run_1/pinout.png
Drawn at 3 px/um. Pins as bars across the die edge, other pins in grey.
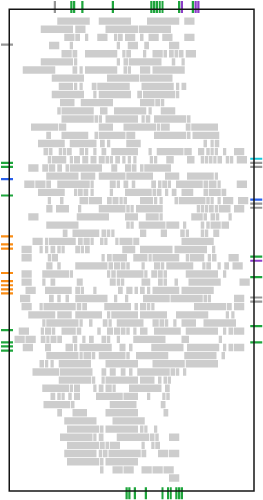
run_1/m4.png
Drawn at 3 px/um.
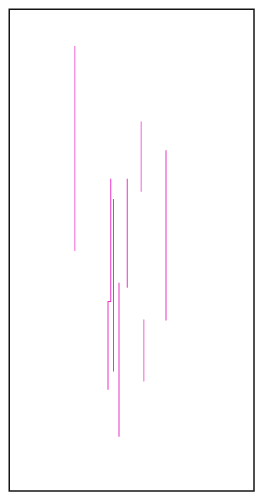
run_1/clock_nets.png
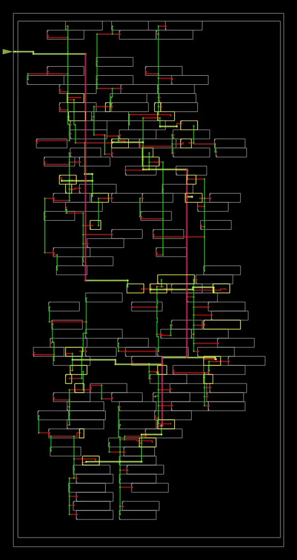
**src/rtl/wavelet_accelerator_stream_packer.sv**
```systemverilog
// wavelet_accelerator_stream_packer
// Packs PACKET_WIDTH beats little-endian into WORD_WIDTH words. A word is
// closed when its last lane is filled or when in_last arrives, then queued in
// a small circular output FIFO together with per-lane strobes and a last flag.
// Optional build macro: WAVELET_PACKER_STATS_EN adds word_count and
// partial_count pop statistics.
module wavelet_accelerator_stream_packer #(
  parameter int WORD_WIDTH   = 32,
  parameter int PACKET_WIDTH = 8,
  parameter int OUT_DEPTH    = 2,
  localparam int LANES       = WORD_WIDTH / PACKET_WIDTH,
  localparam int LANE_W      = $clog2(LANES)
) (
  input  logic                    clk,
  input  logic                    rst,
  input  logic                    clear,
  input  logic                    in_valid,
  output logic                    in_ready,
  input  logic [PACKET_WIDTH-1:0] in_data,
  input  logic                    in_last,
  output logic                    out_valid,
  input  logic                    out_ready,
  output logic [WORD_WIDTH-1:0]   out_data,
  output logic [LANES-1:0]        out_strb,
  output logic                    out_last,
  output logic [LANE_W-1:0]       lane_ptr
`ifdef WAVELET_PACKER_STATS_EN
  ,
  output logic [31:0]             word_count,
  output logic [15:0]             partial_count
`endif
);

  localparam int CNT_W = $clog2(OUT_DEPTH + 1);
  localparam int PTR_W = (OUT_DEPTH > 1) ? $clog2(OUT_DEPTH) : 1;

  logic [WORD_WIDTH-1:0] asm_data;
  logic [WORD_WIDTH-1:0] merged_data;
  logic [LANES-1:0]      asm_strb;
  logic [LANES-1:0]      merged_strb;

  logic [WORD_WIDTH-1:0] mem_data [OUT_DEPTH];
  logic [LANES-1:0]      mem_strb [OUT_DEPTH];
  logic                  mem_last [OUT_DEPTH];

  logic [PTR_W-1:0] rd_ptr;
  logic [PTR_W-1:0] wr_ptr;
  logic [CNT_W-1:0] fifo_count;

  logic accept;
  logic push;
  logic pop;

  // Circular pointer advance that wraps at OUT_DEPTH, not at a power of two.
  function automatic logic [PTR_W-1:0] ptr_inc(input logic [PTR_W-1:0] p);
    return (p == PTR_W'(OUT_DEPTH - 1)) ? '0 : p + 1'b1;
  endfunction

  // Ready depends only on registered occupancy, never on out_ready.
  assign in_ready  = (fifo_count < CNT_W'(OUT_DEPTH));
  assign out_valid = (fifo_count != '0);
  assign accept    = in_valid & in_ready;
  assign push      = accept & (in_last | (lane_ptr == LANE_W'(LANES - 1)));
  assign pop       = out_valid & out_ready;

  // Head entry is presented only while valid so an empty FIFO shows zeros.
  assign out_data = out_valid ? mem_data[rd_ptr] : '0;
  assign out_strb = out_valid ? mem_strb[rd_ptr] : '0;
  assign out_last = out_valid ? mem_last[rd_ptr] : 1'b0;

  // Merge the incoming beat into the lane currently pointed to.
  always_comb begin
    merged_data = asm_data;
    merged_strb = asm_strb;
    merged_data[lane_ptr * PACKET_WIDTH +: PACKET_WIDTH] = in_data;
    merged_strb[lane_ptr] = 1'b1;
  end

  // Word assembly: accumulate beats, restart from lane 0 once a word closes.
  always_ff @(posedge clk or posedge rst) begin
    if (rst) begin
      lane_ptr <= '0;
      asm_data <= '0;
      asm_strb <= '0;
    end else if (clear || push) begin
      lane_ptr <= '0;
      asm_data <= '0;
      asm_strb <= '0;
    end else if (accept) begin
      lane_ptr <= lane_ptr + 1'b1;
      asm_data <= merged_data;
      asm_strb <= merged_strb;
    end
  end

  // FIFO pointers and occupancy; clear overrides any push or pop.
  always_ff @(posedge clk or posedge rst) begin
    if (rst) begin
      rd_ptr     <= '0;
      wr_ptr     <= '0;
      fifo_count <= '0;
    end else if (clear) begin
      rd_ptr     <= '0;
      wr_ptr     <= '0;
      fifo_count <= '0;
    end else begin
      if (push) wr_ptr <= ptr_inc(wr_ptr);
      if (pop)  rd_ptr <= ptr_inc(rd_ptr);
      case ({push, pop})
        2'b10:   fifo_count <= fifo_count + 1'b1;
        2'b01:   fifo_count <= fifo_count - 1'b1;
        default: fifo_count <= fifo_count;
      endcase
    end
  end

  // FIFO storage: the closing beat is merged and written on the same edge.
  always_ff @(posedge clk) begin
    if (push && !clear) begin
      mem_data[wr_ptr] <= merged_data;
      mem_strb[wr_ptr] <= merged_strb;
      mem_last[wr_ptr] <= in_last;
    end
  end

`ifdef WAVELET_PACKER_STATS_EN
  function automatic logic [15:0] sat_inc16(input logic [15:0] v);
    return (v == 16'hFFFF) ? v : v + 16'd1;
  endfunction

  // Pop statistics: total words (wrapping) and partial words (saturating).
  always_ff @(posedge clk or posedge rst) begin
    if (rst) begin
      word_count    <= '0;
      partial_count <= '0;
    end else if (clear) begin
      word_count    <= '0;
      partial_count <= '0;
    end else if (pop) begin
      word_count <= word_count + 32'd1;
      if (out_strb != '1) partial_count <= sat_inc16(partial_count);
    end
  end
`endif

endmodule
```
**config.mk**
```make
export PLATFORM = sky130hd
export DESIGN_NAME = wavelet_accelerator_stream_packer
export DESIGN_NICKNAME = d
export VERILOG_FILES = /design/src/rtl/wavelet_accelerator_stream_packer.sv
export SDC_FILE = /design/constraint.sdc
export NUM_CORES = 1
export LEC_CHECK = 0
export ABC_AREA = 1
export CAP_MARGIN = 15
export CORE_ASPECT_RATIO = 2
export CORE_UTILIZATION = 40
export CTS_BUF_LIST = sky130_fd_sc_hd__clkbuf_8
export CTS_CLUSTER_SIZE = 16
export DETAILED_ROUTE_END_ITERATION = 7
export HOLD_SLACK_MARGIN = 0.15
export PLACE_DENSITY = 0.64
export SLEW_MARGIN = 20
export SYNTH_ARGS = -nofsm -noshare
export SYNTH_HDL_FRONTEND = slang
export SYNTH_SLANG_ARGS = --single-unit
```
**constraint.sdc**
```tcl
create_clock -name clk -period 5.07 [get_ports clk]
set_clock_uncertainty 0.05 [all_clocks]
set_input_delay 1.2675 -clock clk [delete_from_list [all_inputs] [get_ports clk]]
set_output_delay 1.2675 -clock clk [all_outputs]
set_load 0.01 [all_outputs]
```
==> reports/metrics.yaml, run 1 <==
cap_violations: 0
io_pins: 55
drt_pass1_iterations: 5
grt_use_met1: 0.216
met3WireLength_um: 498
synthesis.instances: 485
min_path_type: "flop to flop"
powerSeq_mw: 1.05
gr-usage-met2: 0.327
cts_buffer_depth: 2
cts_setup_buffers: 0
wl_met1_um: 4330
synthArstFlopShare: 0.362
track_usage: 0.193
drive_gt1_frac: 0.0865
mostFrequentLayoutCells: "137 x nand2_1, 74 x edfxtp_1, 61 x inv_1, 54 x clkdlybuf4s50_1, 43 x a21oi_1"
fmax_ghz: 0.279
tap_cells: 147
min_to: "wr_ptr"
seq_area_frac: 0.541
clk_share: 0.0639
grt_pass1_vias: 3570
crit_start: "rd_ptr"
num_vias: 3643
ys_cells: 485
wl_met2_um: 6150
rsz0062_at_grt: "no"
cpPeakStageDelay_ns: 0.56
grt_pass1_wl_um: 18200
fin_hold_ws_ns: 0.440
clock-root-buffer: "clkbuf_8"
ctsHoldBuffers: 0
die-area_mm2: 0.0130
p_comb_uw: 316
crit_arrival_ns: 2.26
wl_per_cell_um: 16.2
layout.nets: 564
fillerInstances: 1107
required_ns: 3.75
critPathKind: "flop to primary output"
syn_area_mm2: 0.00500
core_area_mm2: 0.0122
p_leak_nw: 2.34
slew_headroom: 0.255
inverters: 63
yosys_warnings: 0
slowest_stage: "clkdlybuf4s50_1"
die_w_um: 81.0
rr_endpoint: "asm_data[23]"
die_h_um: 160
p_sw_frac: 0.264
ys_ff: 116
floorplan.nets: 507
finalSetupViolCount: 0
regArea_mm2: 0.00327
power.group.top: "sequential cells"
critical_path.cell_chain: "inv_2 > nand2_1 > a21oi_1 > clkdlybuf4s50_1"
p_int_mw: 1.60
powerClk_uw: 810
crit_family: "buffers and inverters"
areaGrowthSynthToFinish_pct: 21.0
cts_tree: "done"
critPathMaxFanout: 37
cp.depth: 4
top_cells_by_area: "edfxtp_1 44%, dfrtp_1 21%, nand2_1 10%, inv_1 4.5%, a21oi_1 4.3%"
clkLatencyLatePin_ns: 0.42
yosys.area.top_type_share: 0.445
grt-busiest-layer: "met2"
cts-resized-gates: 0
vias_per_cell: 5.19
avgSynthCellArea_um2: 10.3
yosysSeqAreaShare: 0.655
crit_end: "out_data[20]"
combGateArea_mm2: 0.00137
grt_max_degree: 43
path_buffers: 2
layout_min_cycle_time_ns: 3.58
antenna_cells: 0
most_common_cell: "nand2_1"
drtIter0Drc: 205
antenna_found_initial: 0
ant_nets: 0
edf_count: 74
wirelength_um: 11400
dominant_cells: "flip-flops and latches"
highest_layer: "met4"
reg2reg_from: "lane_ptr[0]"
yosys-top-cells-count: "137 x nand2_1, 74 x edfxtp_1, 60 x inv_1, 43 x a21oi_1, 42 x dfrtp_1"
comb_power_share: 0.145
power_frac_seq: 0.482
outcome: "complete, no violations"
whs_path_depth: 2
rows: 57
warning_count: 33
rrSetupSlack_ns: 2.42
slew_viol_final: 0
fin_crit_sh: 0.706
drcViolationCount: 0
start_kind: "flop"
reg2regPathDepth: 7
hold_violations: 0
synth.distinct_cells: 23
tightestPinTransition_ns: 1.12
grt_overflow_total: 0
Notes on pinout.png above:
blue -> lane_ptr  # pins 2, direction output, edge 1 right, 1 left
purple -> out_strb  # pins 4, direction output, edge 3 top, 1 right
orange -> in_data  # pins 8, direction input, edge left
green -> out_data  # pins 32, direction output, edge 11 top, 10 bottom, 7 left, 4 right
cyan -> out_valid  # pins 1, direction output, edge right

Notes on m4.png above:
wire length on this layer = 383 um
nets with wire on the layer = 7
share of all routed wire = 3.4%

Notes on clock_nets.png above:
CTS Buf Count: 17
seq_cells: 116
clk sink count: 116
clock buffers: 18

run 1: flip-flops by register name (all words and copies together) (netlist names):
name        count
rd_ptr          1
mem_strb        8
mem_last        2
wr_ptr          1
asm_data       32
fifo_count      2
asm_strb        4
mem_data       64
lane_ptr        2
run 1: stage by stage:
stage	cells	setup slack [ns]	instance area, um^2	util	power (mW)
after floorplan	485	0.430	5000	-	1.24
after global placement	670	1.58	5660	0.464	1.38
after detailed placement	670	1.56	5660	0.464	1.39
after CTS	702	1.44	6050	0.496	2.20
after global routing	702	1.34	6050	0.496	2.26
final	702	1.49	6050	0.496	2.17
run 1: cells by family (layout without fill, tap and decap cells):
family,after synthesis,count (layout),share of synthesized area
flops,116,116,0.655
compound gates,110,110,0.119
simple gates,165,165,0.134
fa+ha+maj,8,8,0.0200
buf+inv,86,156,0.0718
==> inputs of run 2 (changes only) <==
==> constraint.sdc (replaced) <==
create_clock -name clk -period 3.7 [get_ports clk]
set_clock_uncertainty 0.05 [all_clocks]
set_input_delay 0.925 -clock clk [delete_from_list [all_inputs] [get_ports clk]]
set_output_delay 0.925 -clock clk [all_outputs]
set_load 0.01 [all_outputs]
==> reports/metrics.yaml, run 2 <==
ant_nets: 0  # unchanged
slowest_stage: "clkdlybuf4s50_1"  # unchanged
tap_cells: 147  # unchanged
p_sw_frac: 0.253  # was 0.264
top_regs: "mem_data x64, asm_data x32, mem_strb x8"  # unchanged
cts_buffer_depth: 2  # unchanged
cts_setup_buffers: 0  # unchanged
regMostFlops: "mem_data"  # unchanged
crit_family: "buffers and inverters"  # unchanged
htree_levels: 4  # unchanged
timing.final.ws_setup_ns: 0.488  # was 1.49 ns
p_leak_nw: 2.35  # was 2.34 nW
ys_sh_aoi: 0.119  # unchanged
ctsHoldBuffers: 0  # unchanged
cts.sinks: 116  # unchanged
wirelength_um: 11300  # was 11400 um
edf_count: 74  # unchanged
comb_power_share: 0.143  # was 0.145
yosys_warnings: 0  # unchanged
most_common_cell: "nand2_1"  # unchanged
clk_pin_slew_ns: 0.06  # was 0.07 ns
rows: 57  # unchanged
grt_pass1_vias: 3656  # was 3570
fin_crit_sh: 0.868
slew_viol_final: 0  # unchanged
yosysSeqAreaShare: 0.655  # unchanged
warning_count: 33  # unchanged
fmax_ghz: 0.311
clk_share: 0.0633  # was 0.0639
floorplan.nets: 507  # unchanged
fin_cells: 701  # was 702
core_area_mm2: 0.0122  # unchanged
clkPwrFrac: 0.375  # was 0.372
cap_violations: 0  # unchanged
start_kind: "flop"  # unchanged
layout.nets: 563  # was 564
die_w_um: 81.0  # unchanged
simple_gate_share: 0.134  # unchanged
wl_per_cell_um: 16.2  # about the same
num_vias: 3595  # was 3643
path_buffers: 2  # unchanged
p_int_mw: 2.23  # was 1.60 mW
required_ns: 2.72  # was 3.75 ns
rsz0062_at_grt: "no"  # unchanged
yosys.area.top_type_share: 0.445  # unchanged
cts_tree: "done"  # unchanged
p_total_mw: 2.98  # was 2.17 mW
ys_cells: 485  # unchanged
highest_layer: "met4"  # unchanged
hold_violations: 0  # unchanged
design_area_mm2: 0.00604  # was 0.00605 mm^2
min_path_type: "flop to flop"  # unchanged
met3WireLength_um: 452  # was 498 um
reg2regPathDepth: 7  # unchanged
critPathMaxFanout: 37  # unchanged
top_area_cell: "edfxtp_1"  # unchanged
critical_path.cell_chain: "inv_2 > nand2_1 > a21oi_1 > clkdlybuf4s50_1"  # unchanged
wl_met1_um: 4240  # was 4330 um
seq_area_frac: 0.542  # was 0.541
mux_area_frac: 0  # unchanged
synthesis.instances: 485  # unchanged
tightestPinTransition_ns: 0.671  # was 1.12 ns
use_met3: 0.0394  # was 0.0429
reg2reg_from: "lane_ptr[0]"  # unchanged
track_usage: 0.195  # was 0.193
areaGrowthSynthToFinish_pct: 20.9  # was 21.0%
crit_arrival_ns: 2.24  # was 2.26 ns
avgSynthCellArea_um2: 10.3  # unchanged
cpPeakStageDelay_ns: 0.57  # was 0.56 ns
min_to: "wr_ptr"  # unchanged
inverters: 63  # unchanged
gr-usage-met2: 0.334  # was 0.327
die-area_mm2: 0.0130  # unchanged
combGateArea_mm2: 0.00138  # was 0.00137 mm^2
yosys-top-cells-count: "137 x nand2_1, 74 x edfxtp_1, 60 x inv_1, 43 x a21oi_1, 42 x dfrtp_1"  # unchanged
outcome: "complete, no violations"  # unchanged
io_buffers: 54  # unchanged
grt-busiest-layer: "met2"  # unchanged
synthArstFlopShare: 0.362  # unchanged
dp_slack_ns: 0.813  # was 1.56 ns
xor_area_frac: 0  # unchanged
finalCoreUtilization: 0.496  # about the same
antenna_cells: 0  # unchanged
cts-resized-gates: 0  # unchanged
critPathKind: "flop to primary output"  # unchanged
grt_use_met1: 0.217  # was 0.216
largest_reg_flops: 64  # unchanged
slew_headroom: 0.552  # was 0.255
drt_pass1_iterations: 5  # unchanged
cts_made_buffers: 17  # unchanged
ff_count: 116  # unchanged
mostFrequentLayoutCells: "137 x nand2_1, 74 x edfxtp_1, 63 x inv_1, 54 x clkdlybuf4s50_1, 43 x a21oi_1"  # was 137 x nand2_1, 74 x edfxtp_1, 61 x inv_1, 54 x clkdlybuf4s50_1, 43 x a21oi_1
syn_area_mm2: 0.00500  # unchanged
vias_per_cell: 5.13  # was 5.19
wl_met2_um: 6340  # was 6150 um
die_h_um: 160  # unchanged
fillerInstances: 1112  # was 1107
crit_start: "rd_ptr"  # unchanged
grt_max_degree: 43  # unchanged
rr_endpoint: "asm_data[23]"  # unchanged
drcViolationCount: 0  # unchanged
synthTopLogicFamily: "simple AND/OR/NAND/NOR gates"  # unchanged
rrSetupSlack_ns: 1.19  # was 2.42 ns
gp_congestion: 0.845  # was 0.762
regArea_mm2: 0.00327  # unchanged
synth.distinct_cells: 23  # unchanged
top_cells_by_area: "edfxtp_1 44%, dfrtp_1 21%, nand2_1 10%, inv_1 4.5%, a21oi_1 4.3%"  # unchanged
ys_chip_area_mm2: 0.00500  # unchanged
io_pins: 55  # unchanged
power_frac_seq: 0.482  # about the same
drive_gt1_frac: 0.0794  # was 0.0865
clock-root-buffer: "clkbuf_8"  # unchanged
fin_hold_ws_ns: 0.436  # was 0.440 ns
grt_overflow_total: 0  # unchanged
whs_path_depth: 2  # unchanged
place_area_mm2: 0.00566  # about the same
layout_min_cycle_time_ns: 3.21
finalSetupViolCount: 0  # unchanged
dpl.cell_count: 669  # was 670
ys_ff: 116  # unchanged
antenna_found_initial: 0  # unchanged
drtIter0Drc: 171  # was 205
synth-adder-area-share: 0.0200  # unchanged
dominant_cells: "flip-flops and latches"  # unchanged
grt_pass1_wl_um: 18300  # was 18200 um
==> run 2: cell counts after synthesis <==
No cell type changed its count.
==> run 2: worst max path at each step <==
stage / endpoint / slack [ns] / cells after the start
2_1_floorplan: mem_data[1][0] / 0.54 / 4
3_3_place_gp: mem_data[0][13] / 0.85 / 8
4_1_cts: out_data[11] / 0.43 / 4
6_report: out_data[11] / 0.49 / 4
5_1_grt: out_data[11] / 0.29 / 4
3_5_place_dp: mem_data[0][20] / 0.81 / 8
==> run 2: power groups by stage <==
stage | clock, mW | combinational (mW) | sequential [mW]
after detailed placement | 0 | 0.432 | 1.46
final | 1.12 | 0.426 | 1.44
after CTS | 1.15 | 0.434 | 1.44
after global routing | 1.21 | 0.470 | 1.44
after global placement | 0 | 0.426 | 1.46
after floorplan | 0 | 0.242 | 1.46
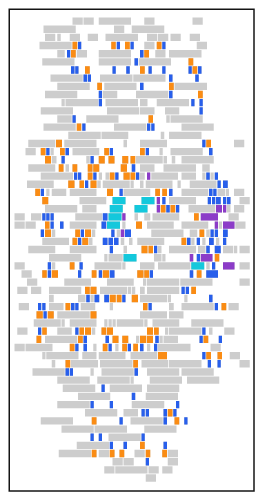
run_2/gates.png
Drawn at 3 px/um.
cyan -> fa/ha/maj cells  # cells 8, most used ha_1, where centre
orange -> aoi and oai cells  # cells 110, most used a21oi_1
purple -> nor cells  # cells 13, most used nor2_1, where middle right
blue -> nand cells  # cells 152, most used nand2_1, where spread over the die

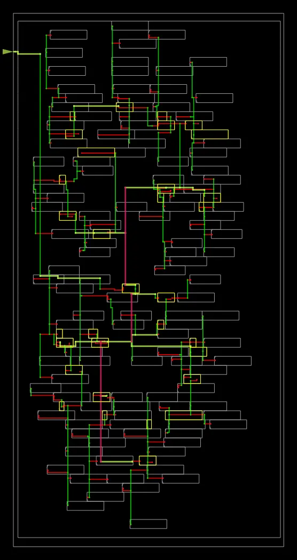
run_2/clock_nets.png
Clk power: 1.12 mW
clock buffers: 17
Late-Pin Clk Latency: 0.43 ns

Power figures rest on the tool's default switching activity, not on a simulated workload.
